## src/rtl/img_rx_loader.sv

```systemverilog
// Image receive stage: streams nrows*ncols host bytes from din into the image
// buffer through a registered write port, row-major from address 0.
module img_rx_loader #(
    parameter int ADDR_W = 16,
    parameter int DATA_W = 8
) (
    input  logic              clk,
    input  logic              rstn,
    input  logic              start,
    input  logic              abort,
    input  logic [7:0]        nrows,
    input  logic [7:0]        ncols,
    input  logic [DATA_W-1:0] din,
    output logic              busy,
    output logic              mem_we,
    output logic [ADDR_W-1:0] mem_addr,
    output logic [DATA_W-1:0] mem_wdata,
    output logic              done,
    output logic              err_size
);

    // state | meaning
    // IDLE  | waiting for start; byte 0 is captured on the start edge
    // RX    | capturing bytes 1..N-1, one per clock
    typedef enum logic {IDLE, RX} state_t;

    state_t              state, state_nxt;
    logic [ADDR_W-1:0]   cnt, cnt_nxt;
    logic [ADDR_W-1:0]   n_lat, n_nxt;
    logic                we_nxt, done_nxt, err_nxt;
    logic [ADDR_W-1:0]   addr_nxt;
    logic [DATA_W-1:0]   wdata_nxt;
    logic [15:0]         prod;

    assign prod = {8'd0, nrows} * {8'd0, ncols};
    assign busy = (state == RX);

    always_ff @(posedge clk or negedge rstn) begin
        if (!rstn) begin
            state     <= IDLE;
            cnt       <= '0;
            n_lat     <= '0;
            mem_we    <= 1'b0;
            mem_addr  <= '0;
            mem_wdata <= '0;
            done      <= 1'b0;
            err_size  <= 1'b0;
        end else begin
            state     <= state_nxt;
            cnt       <= cnt_nxt;
            n_lat     <= n_nxt;
            mem_we    <= we_nxt;
            mem_addr  <= addr_nxt;
            mem_wdata <= wdata_nxt;
            done      <= done_nxt;
            err_size  <= err_nxt;
        end
    end

    always_comb begin
        state_nxt = state;
        cnt_nxt   = cnt;
        n_nxt     = n_lat;
        we_nxt    = 1'b0;
        addr_nxt  = mem_addr;
        wdata_nxt = mem_wdata;
        done_nxt  = 1'b0;
        err_nxt   = 1'b0;
        unique case (state)
            IDLE: begin
                if (start) begin
                    if (prod == 16'd0) begin
                        err_nxt = 1'b1;
                    end else begin
                        we_nxt    = 1'b1;
                        addr_nxt  = '0;
                        wdata_nxt = din;
                        if (prod == 16'd1) begin
                            done_nxt = 1'b1;
                        end else begin
                            state_nxt = RX;
                            cnt_nxt   = ADDR_W'(1);
                            n_nxt     = ADDR_W'(prod);
                        end
                    end
                end
            end
            RX: begin
                // abort wins over the capture, including the final byte
                if (abort) begin
                    state_nxt = IDLE;
                end else begin
                    we_nxt    = 1'b1;
                    addr_nxt  = cnt;
                    wdata_nxt = din;
                    cnt_nxt   = cnt + ADDR_W'(1);
                    if (cnt == n_lat - ADDR_W'(1)) begin
                        done_nxt  = 1'b1;
                        state_nxt = IDLE;
                    end
                end
            end
            default: state_nxt = IDLE;
        endcase
    end

endmodule

```

## config.mk

```make
export PLATFORM = sky130hd
export DESIGN_NAME = img_rx_loader
export DESIGN_NICKNAME = d
export VERILOG_FILES = /design/src/rtl/img_rx_loader.sv
export SDC_FILE = /design/constraint.sdc
export NUM_CORES = 1
export LEC_CHECK = 0
export CAP_MARGIN = 20
export CORE_ASPECT_RATIO = 1.5
export CORE_MARGIN = 2
export CORE_UTILIZATION = 52
export DETAILED_ROUTE_END_ITERATION = 7
export PLACE_DENSITY = 0.71
export REMOVE_ABC_BUFFERS = 1
export SYNTH_ARGS = -nofsm -noshare
export SYNTH_HDL_FRONTEND = slang
export SYNTH_SLANG_ARGS = --single-unit
```

## constraint.sdc

```tcl
create_clock -name clk -period 7.08 [get_ports clk]
set_clock_uncertainty 0.05 [all_clocks]
set_input_delay 1.416 -clock clk [delete_from_list [all_inputs] [get_ports clk]]
set_output_delay 1.416 -clock clk [all_outputs]
set_load 0.02 [all_outputs]
```

### Sequential cells coloured by netlist name

Bar = 20 um. Other sequential cells in the stronger grey, the rest of the logic in the fainter grey.
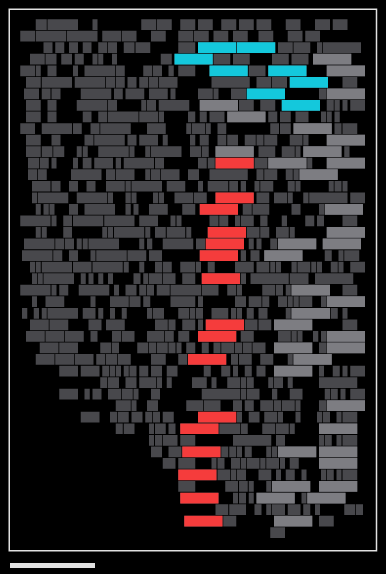
[red] n_lat | sequential cells: 16
[cyan] mem_wdata | sequential cells: 8
flop share of the area: 0.239
Flop area: 1500 um^2
post-layout utilization of the core: 0.630

### Routed metal, one colour a layer

Bar = 20 um. Two of the layers only.
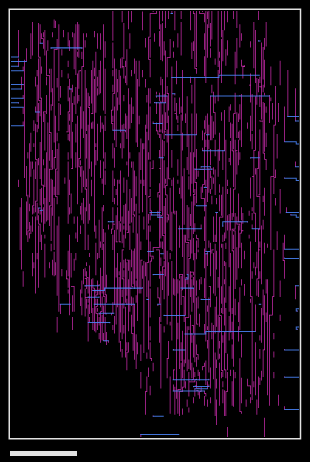
[magenta] metal 2 | wire length: 6810 um
[blue] metal 3 | wire length: 344 um
GRT Total Usage: 0.226
Routed WL per cell: 15.7 um
vias: 4283
WL final: 12000 um

### Clock network drawn from the DEF

Bar = 20 um.
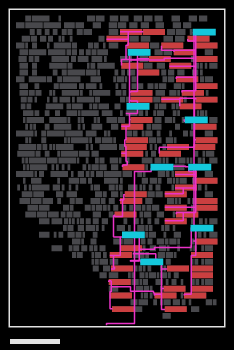
[red] flip-flops | count: 60
[magenta] clock wires | length: 771 um
[cyan] clock drivers | count: 9
routed clock nets: 10
clock network power share: 0.214
clk latency late pin: 330 ps
Clk. pwr: 0.391 mW

### Clock nets

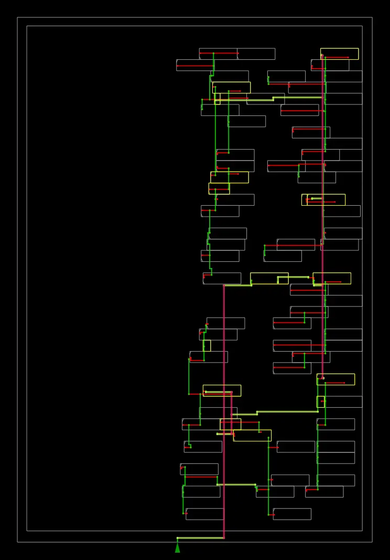
CTS Buf Count: 9
clk_buf instances: 13

### Placed cells, one colour a class

Fill, decap, tap and diode cells in grey.
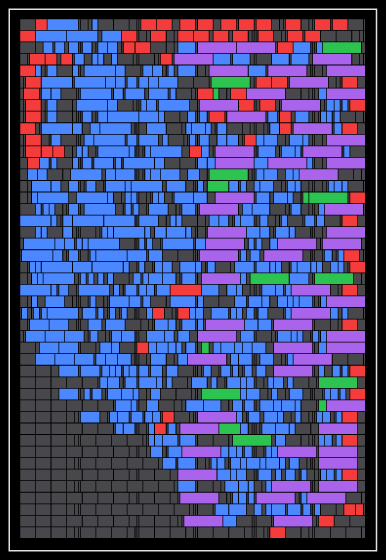
[green] clock drivers and dummy loads | cells: 15
[purple] sequential cells | cells: 60
[blue] combinational and other logic | cells: 501
[red] remaining buffers and delay cells | cells: 74
post-route cell area: 6280 um^2
Core Area: 9970 um^2
Row Count: 45

==> impl_metrics.tcl <==
# yosys + openroad results
set metrics [dict create \
    fp_util 0.528 \
    drive_gt1_frac 0.0862 \
    die_w_um 86.1 \
    wl_met1_um 4310 \
    use_met3 0.0323 \
    comb_share 0.546 \
    die-area_um2 11000 \
    endpoint "mem_wdata[1]" \
    slew_headroom 0.450 \
    report.final.slew_viol_count 0 \
    htree_levels 3 \
    grt_antenna_before_repair 0 \
    port_buffers 55 \
    dp.cells 752 \
    required_ps 7240 \
    fmax_ghz 0.147 \
    swShare 0.412 \
    syn_to_final_growth_pct 19.4 \
    power.total_mw 1.82 \
    dr_wl_met2_um 6810 \
    comb_area_um2 3430 \
    status "completed" \
    cp.arrival_ps 6940 \
    postRouteAntennaNets 0 \
    buffer_area_frac 0.112 \
    ys_top_cells_by_count "nand2_1 (76), inv_1 (62), dfrtp_1 (60)" \
    yosys_warnings 0 \
    edf_count 0 \
    fill_cells 863 \
    seq_cell_power_mw 0.476 \
    ys_ff 60 \
    yosys.cell_types.count 56 \
    top_cell "nand2_1" \
    timing.rr.start "n_lat[0]" \
    xor_share 0.0699 \
    ff2ff_setup_slack_ps 3980 \
    clkSlewWorstSetupHoldPaths_ps 50 \
    power_leader "combinational cells" \
    p_sw_mw 0.750 \
    grt_pass1_vias 4301 \
    place.gp.congestion 0.863 \
    hold_viol_final 0 \
    dr.pass1.iters 6 \
    reg2reg_depth 10 \
    cp_max_fo 9 \
    hold_class "flip-flop to flip-flop" \
    finalWorstSetupSlack_ps 296 \
    crit_path_end_kind "flip-flop" \
    holdBufCountCts 0 \
    met2_usage 0.430 \
    gr-usage-met1 0.226 \
    cts_tree "yes" \
    ir_drop_mv 0.163 \
    post-place-ws_ps -45.4 \
    grt.busiest_layer "met2" \
    path_cells "clkdlybuf4s50_1 -> and2_1 -> fa_1 -> fa_1 -> fa_1 -> inv_1 -> fa_1 -> inv_1 -> ha_1 -> a211oi_1 -> o21bai_1 -> or2_2 -> o211ai_1 -> nand2_1 -> nor3_4 -> a31o_2 -> mux2_2" \
    setup_viol 0 \
    post_cts_buffers 0 \
    tns_ps 0 \
    ys_async_sr_fraction 1.00 \
    nNetsFinal 748 \
    flops 60 \
    wl_met3_um 343 \
    synthSimpleGateAreaFrac 0.214 \
    yosysTopAreaCellShare 0.285 \
    p_int_mw 1.07 \
    routed.top_layer "met4" \
    synth_area_um2 5260 \
    cts_resized 0 \
    critical_path.top_delay_family "adder cells" \
    yosysChipArea_um2 5260 \
    comb.multi_input.count 439 \
    synth.avg_cell_area_um2 9.02 \
    die_h_um 127 \
]
Power figures rest on the tool's default switching activity, not on a simulated workload.
